Figure 1. Signal wires on met1.
Cells faint in the background.
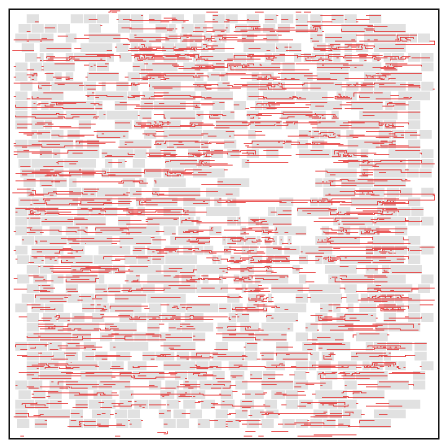
Figure 2. M2 wires.
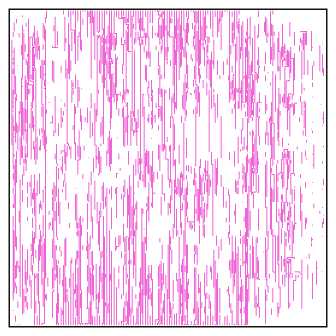
==> src/rtl/dmem_arbiter_pkg.sv <==
// Shared types and constants for the two-port dmem arbiter/sequencer.
package dmem_arbiter_pkg;

   typedef enum logic [1:0] {
      S_IDLE   = 2'd0,
      S_SETUP  = 2'd1,
      S_STROBE = 2'd2,
      S_DONE   = 2'd3
   } state_e;

   localparam int   DMEM_DEPTH = 512;
   localparam logic PORT_CPU   = 1'b0;
   localparam logic PORT_DBG   = 1'b1;

   function automatic logic [1:0] port_onehot(input logic p);
      return (p == PORT_CPU) ? 2'b01 : 2'b10;
   endfunction

endpackage

==> src/rtl/dmem_arbiter_if.sv <==
// Requester and dmem-side bus of the arbiter; slave = arbiter, master = requesters + memory.
interface dmem_arbiter_if #(
   parameter int ADDR_W = 32,
   parameter int DATA_W = 32
);
   logic              req0, req1, we0, we1;
   logic [ADDR_W-1:0] addr0, addr1;
   logic [DATA_W-1:0] wdata0, wdata1;
   logic              ack0, ack1, err0, err1;
   logic [DATA_W-1:0] rdata0, rdata1;
   logic [ADDR_W-1:0] mem_address;
   logic [DATA_W-1:0] mem_dataIn, mem_dataOut;
   logic              mem_readmode, mem_writemode;

   modport slave (
      input  req0, req1, we0, we1, addr0, addr1, wdata0, wdata1, mem_dataOut,
      output ack0, ack1, err0, err1, rdata0, rdata1,
             mem_address, mem_dataIn, mem_readmode, mem_writemode
   );

   modport master (
      output req0, req1, we0, we1, addr0, addr1, wdata0, wdata1, mem_dataOut,
      input  ack0, ack1, err0, err1, rdata0, rdata1,
             mem_address, mem_dataIn, mem_readmode, mem_writemode
   );
endinterface

==> src/rtl/dmem_arbiter_rr.sv <==
// Two-way round-robin pick; a tie goes to the port that did not win last.
module rr_arbiter2
   import dmem_arbiter_pkg::*;
(
   input  logic [1:0] req_i,
   input  logic       last_grant_i,
   input  logic       enable_i,
   output logic [1:0] grant_o
);
   always_comb begin
      grant_o = 2'b00;
      if (enable_i) begin
         case (req_i)
            2'b01:   grant_o = 2'b01;
            2'b10:   grant_o = 2'b10;
            2'b11:   grant_o = port_onehot(~last_grant_i);
            default: grant_o = 2'b00;
         endcase
      end
   end
endmodule

==> src/rtl/dmem_arbiter.sv <==
// Serialises two requesters onto a transition-sensitive dmem: IDLE -> SETUP -> STROBE -> DONE,
// with address settled a cycle before and after the single mode strobe.
module dmem_arbiter
   import dmem_arbiter_pkg::*;
#(
   parameter int ADDR_W    = 32,
   parameter int DATA_W    = 32,
   parameter int MEM_DEPTH = DMEM_DEPTH
) (
   input  logic           clk,
   input  logic           rst,
   dmem_arbiter_if.slave  bus
);
   state_e                  state_q, state_d;
   logic                    last_q, last_d, port_q, port_d, we_q, we_d;
   logic                    rmode_q, rmode_d, wmode_q, wmode_d;
   logic [1:0]              ack_q, ack_d, err_q, err_d;
   logic [1:0][DATA_W-1:0]  rdata_q, rdata_d;
   logic [ADDR_W-1:0]       maddr_q, maddr_d;
   logic [DATA_W-1:0]       mdin_q, mdin_d;

   logic [1:0]              grant;
   logic                    win, win_we, win_oor;
   logic [ADDR_W-1:0]       win_addr;
   logic [DATA_W-1:0]       win_wdata;

   rr_arbiter2 u_rr (
      .req_i        ({bus.req1, bus.req0}),
      .last_grant_i (last_q),
      .enable_i     (state_q == S_IDLE),
      .grant_o      (grant)
   );

   assign win       = grant[1];
   assign win_we    = win ? bus.we1    : bus.we0;
   assign win_addr  = win ? bus.addr1  : bus.addr0;
   assign win_wdata = win ? bus.wdata1 : bus.wdata0;
   assign win_oor   = (win_addr >= ADDR_W'(MEM_DEPTH));

   always_ff @(posedge clk or posedge rst) begin
      if (rst) begin
         state_q <= S_IDLE;
         last_q  <= PORT_DBG;
         port_q  <= PORT_CPU;
         we_q    <= 1'b0;
         rmode_q <= 1'b0;
         wmode_q <= 1'b0;
         ack_q   <= '0;
         err_q   <= '0;
         rdata_q <= '0;
         maddr_q <= '0;
         mdin_q  <= '0;
      end else begin
         state_q <= state_d;
         last_q  <= last_d;
         port_q  <= port_d;
         we_q    <= we_d;
         rmode_q <= rmode_d;
         wmode_q <= wmode_d;
         ack_q   <= ack_d;
         err_q   <= err_d;
         rdata_q <= rdata_d;
         maddr_q <= maddr_d;
         mdin_q  <= mdin_d;
      end
   end

   always_comb begin
      state_d = state_q;
      last_d  = last_q;
      port_d  = port_q;
      we_d    = we_q;
      rmode_d = 1'b0;
      wmode_d = 1'b0;
      ack_d   = '0;
      err_d   = '0;
      rdata_d = rdata_q;
      maddr_d = maddr_q;
      mdin_d  = mdin_q;
      case (state_q)
         S_IDLE: begin
            if (|grant) begin
               port_d = win;
               last_d = win;
               we_d   = win_we;
               if (win_oor) begin
                  // No memory cycle at all: mem_* keep their old values.
                  ack_d[win] = 1'b1;
                  err_d[win] = 1'b1;
                  if (!win_we) rdata_d[win] = '0;
                  state_d = S_DONE;
               end else begin
                  maddr_d = win_addr;
                  if (win_we) mdin_d = win_wdata;
                  state_d = S_SETUP;
               end
            end
         end
         S_SETUP: begin
            rmode_d = ~we_q;
            wmode_d = we_q;
            state_d = S_STROBE;
         end
         S_STROBE: begin
            if (!we_q) rdata_d[port_q] = bus.mem_dataOut;
            ack_d[port_q] = 1'b1;
            state_d = S_DONE;
         end
         default: state_d = S_IDLE;
      endcase
   end

   assign bus.ack0          = ack_q[0];
   assign bus.ack1          = ack_q[1];
   assign bus.err0          = err_q[0];
   assign bus.err1          = err_q[1];
   assign bus.rdata0        = rdata_q[0];
   assign bus.rdata1        = rdata_q[1];
   assign bus.mem_address   = maddr_q;
   assign bus.mem_dataIn    = mdin_q;
   assign bus.mem_readmode  = rmode_q;
   assign bus.mem_writemode = wmode_q;
endmodule

==> src/flat_wrapper.sv <==
// flat-port wrapper written by rule: the top's interface ports become plain ports
module dmem_arbiter_flat import dmem_arbiter_pkg::*;
#(
   parameter int ADDR_W    = 32,
   parameter int DATA_W    = 32,
   parameter int MEM_DEPTH = DMEM_DEPTH
)
  (clk, rst, bus_req0, bus_req1, bus_we0, bus_we1, bus_addr0, bus_addr1, bus_wdata0, bus_wdata1, bus_mem_dataOut, bus_ack0, bus_ack1, bus_err0, bus_err1, bus_rdata0, bus_rdata1, bus_mem_address, bus_mem_dataIn, bus_mem_readmode, bus_mem_writemode);
  dmem_arbiter_if #(.ADDR_W(ADDR_W), .DATA_W(DATA_W)) bus_i ();
  input  logic clk;
  input  logic rst;
  input wire logic [$bits(bus_i.req0)-1:0] bus_req0;
  input wire logic [$bits(bus_i.req1)-1:0] bus_req1;
  input wire logic [$bits(bus_i.we0)-1:0] bus_we0;
  input wire logic [$bits(bus_i.we1)-1:0] bus_we1;
  input wire logic [$bits(bus_i.addr0)-1:0] bus_addr0;
  input wire logic [$bits(bus_i.addr1)-1:0] bus_addr1;
  input wire logic [$bits(bus_i.wdata0)-1:0] bus_wdata0;
  input wire logic [$bits(bus_i.wdata1)-1:0] bus_wdata1;
  input wire logic [$bits(bus_i.mem_dataOut)-1:0] bus_mem_dataOut;
  output wire logic [$bits(bus_i.ack0)-1:0] bus_ack0;
  output wire logic [$bits(bus_i.ack1)-1:0] bus_ack1;
  output wire logic [$bits(bus_i.err0)-1:0] bus_err0;
  output wire logic [$bits(bus_i.err1)-1:0] bus_err1;
  output wire logic [$bits(bus_i.rdata0)-1:0] bus_rdata0;
  output wire logic [$bits(bus_i.rdata1)-1:0] bus_rdata1;
  output wire logic [$bits(bus_i.mem_address)-1:0] bus_mem_address;
  output wire logic [$bits(bus_i.mem_dataIn)-1:0] bus_mem_dataIn;
  output wire logic [$bits(bus_i.mem_readmode)-1:0] bus_mem_readmode;
  output wire logic [$bits(bus_i.mem_writemode)-1:0] bus_mem_writemode;
  assign bus_i.req0 = bus_req0;
  assign bus_i.req1 = bus_req1;
  assign bus_i.we0 = bus_we0;
  assign bus_i.we1 = bus_we1;
  assign bus_i.addr0 = bus_addr0;
  assign bus_i.addr1 = bus_addr1;
  assign bus_i.wdata0 = bus_wdata0;
  assign bus_i.wdata1 = bus_wdata1;
  assign bus_i.mem_dataOut = bus_mem_dataOut;
  assign bus_ack0 = bus_i.ack0;
  assign bus_ack1 = bus_i.ack1;
  assign bus_err0 = bus_i.err0;
  assign bus_err1 = bus_i.err1;
  assign bus_rdata0 = bus_i.rdata0;
  assign bus_rdata1 = bus_i.rdata1;
  assign bus_mem_address = bus_i.mem_address;
  assign bus_mem_dataIn = bus_i.mem_dataIn;
  assign bus_mem_readmode = bus_i.mem_readmode;
  assign bus_mem_writemode = bus_i.mem_writemode;
  dmem_arbiter #(.ADDR_W(ADDR_W), .DATA_W(DATA_W), .MEM_DEPTH(MEM_DEPTH)) u_core (.clk(clk), .rst(rst), .bus(bus_i));
endmodule
==> config.mk <==
export PLATFORM = sky130hd
export DESIGN_NAME = dmem_arbiter_flat
export DESIGN_NICKNAME = d
export VERILOG_FILES = /design/src/rtl/dmem_arbiter_pkg.sv /design/src/rtl/dmem_arbiter_if.sv /design/src/rtl/dmem_arbiter_rr.sv /design/src/rtl/dmem_arbiter.sv /design/src/flat_wrapper.sv
export SDC_FILE = /design/constraint.sdc
export NUM_CORES = 1
export LEC_CHECK = 0
export CAP_MARGIN = 20
export CORE_MARGIN = 1
export CORE_UTILIZATION = 45
export CTS_CLUSTER_SIZE = 25
export DETAILED_ROUTE_END_ITERATION = 8
export GPL_ROUTABILITY_DRIVEN = 0
export PLACE_DENSITY_LB_ADDON = 0.1
export SLEW_MARGIN = 30
export SYNTH_ARGS = -nofsm -noshare
export SYNTH_HDL_FRONTEND = slang
export SYNTH_SLANG_ARGS = --single-unit
export TNS_END_PERCENT = 1
==> constraint.sdc <==
create_clock -name clk -period 12.9 [get_ports clk]
set_input_delay 2.58 -clock clk [delete_from_list [all_inputs] [get_ports clk]]
set_output_delay 2.58 -clock clk [all_outputs]
set_load 0.005 [all_outputs]
==> notes.md <==
Notes on the flow run.

- The synthesis log from Yosys contains 0 warnings.
- The total area of multi-input combinational cells is 2740 um^2, for reference.
- A synthesized cell averages 13.4 um^2.
- The number of endpoints with negative hold slack in the final report is 0, for reference.
- The share of synthesized area occupied by flip-flops and latches is 54.8%, for reference.
- The number of global-route vias before repair is 5,556, for reference.
- The share of synthesized cell area in and, or, nand and nor gates is 12.3%, for reference.
- The Yosys chip area is 6350 um^2, for reference.
- The fraction of power spent switching nets is 28.6%, for reference.
- The reported combinational group power is 0.590 mW, for reference.
- Summing all flip-flop and latch instances after layout gives 3480 um^2.
- Entering global routing, the biggest net connects 84 pins.
- The script computed a power per unit cell area of 169 nW/um^2.
- Before any placement, the netlist area is recorded as 6350 um^2.
- The group drawing the most power is registers, for reference.
- STA lists the endpoint of the worst register-to-register path as u_core.bus.mem_dataIn[30].
- The clock network burns 30.3% of the power.
- TritonCTS reports the number of clock sinks as 139.
- The root buffer cell is clkbuf_16, for reference.
- The row count is 43, for reference.
- The commonest non-fill, non-tap cell in the layout is clkdlybuf4s50_1, for reference.
- The most used cell along the critical path is buf_4, for reference.
- During I/O placement, the number of pins put on the boundary was 300.
- The most critical setup path has its endpoint at u_core.bus.rdata1[17].
- The worst setup path is captured at a flop.
- The script parses the final routing iteration and logs DRC violations as 0.
- Max-slew check failures listed in the final report amount to 0.
- Hold analysis lists the worst path endpoint as u_core.bus.mem_address[29].
- The clock tree from TritonCTS is built, for reference.
- The layout has 953 filler cells.
- In the routed layout, each cell is associated on average with a via count of 5.41.
- The startpoint of the lowest-slack register-to-register path is u_core.state_q[0], for reference.
- The number of post-CTS setup repair buffers is 0, for reference.
- The main area contributors are dfrtp_1 (54%), a221o_1 (10%), mux2_2 (9.4%).
- The chip footprint is 14,600 um^2, for reference.
- The timing startpoint of the critical path is bus_req0, for reference.
- The placed wire-length estimate is 13.7 mm, for reference.
- The number of antenna diodes in the final layout is 0.
- For the worst setup path, the data arrival time is 5.28 ns.
- The number of nets in the layout is 940, for reference.
- The number of optimization iterations in the first detailed-route pass is 4, for reference.
- Per the TritonCTS log, the buffer count is 17.
- Ranking logic cells in the layout by count gives the top entries clkdlybuf4s50_1 (299), dfrtp_1 (138), and2_1 (65).
- The minimum period implied by the final worst setup slack is 4.99 ns, for reference.
- In this run the layout overhead on the synthesized area is reported as 60.2%.
- The run finished with clean final reports.
- The power spent charging and discharging nets is 0.493 mW, for reference.
- After clock tree synthesis, the clock-pin slew on the worst setup and hold paths is 0.06 ns.
- The kind of cell adding the most delay to the critical path is buffers and inverters, for reference.
- The path category of the worst min-delay check is reg2reg, for reference.
## Picture notes: Figure 1
798 nets have wire on it. The wires run mostly horizontal.

## Picture notes: Figure 2
The layer carries 9,840 um of wire. The wires run mostly vertical. 874 nets have wire on it.
Post-Route WL: 19.2 mm
total via count after detailed routing: 5,213
global routing met2 resource utilization: 46.5%

layer usage:
layer,up-vias,GRT usage [%],share of wire [%]
met4,0,9.18,1.9
met3,25,9.15,7.4
met1,2640,31.5,39
met2,196,46.5,51
li1,2352,-,-
met5,-,0,0
flip-flops by register name, indices dropped and copies added, names as in the netlist:
| name | flops |
|---|---|
| u_core.bus.mem_readmode | 1 |
| u_core.ack_q | 2 |
| u_core.bus.mem_writemode | 1 |
| u_core.state_q | 2 |
| u_core.last_q | 1 |
| u_core.bus.rdata1 | 32 |
| u_core.port_q | 1 |
| u_core.bus.mem_address | 32 |
| u_core.bus.mem_dataIn | 32 |
| u_core.bus.rdata0 | 32 |
| u_core.err_q | 2 |
| u_core.we_q | 1 |
area by class of cell:
cell class,instances,area share (%)
well taps,180,2.21
flip-flops and latches,139,34.2
multi-input cells,300,27.0
inverters,5,0.234
clock inverters,11,1.64
clock buffers,21,4.63
repair buffers,307,30.1
synth_stat cells (4+ instances only):
| library cell | count |
|---|---|
| inv_1 | 5 |
| dfrtp_1 | 138 |
| mux2_2 | 53 |
| ha_1 | 4 |
| mux2_4 | 31 |
| nor2_1 | 9 |
| nor3_1 | 4 |
| o21ai_0 | 4 |
| nor4_1 | 8 |
| and2_1 | 65 |
| buf_2 | 15 |
| clkbuf_1 | 12 |
| nor2b_1 | 25 |
| nand2_1 | 7 |
| a221o_1 | 64 |
per-stage QoR:
step / instance area [um^2] / setup slack (ns) / power, mW / util (%)
4_1_cts: 10200 / 7.92 / 1.74 / 73.6
3_3_place_gp: 9510 / 7.48 / 1.18 / 68.8
6_report: 10200 / 7.91 / 1.72 / 73.6
2_1_floorplan: 6350 / 6.60 / 0.890 / -
5_1_grt: 10200 / 7.77 / 1.81 / 73.6
3_5_place_dp: 9530 / 7.50 / 1.21 / 69.0
Power figures rest on the tool's default switching activity, not on a simulated workload.
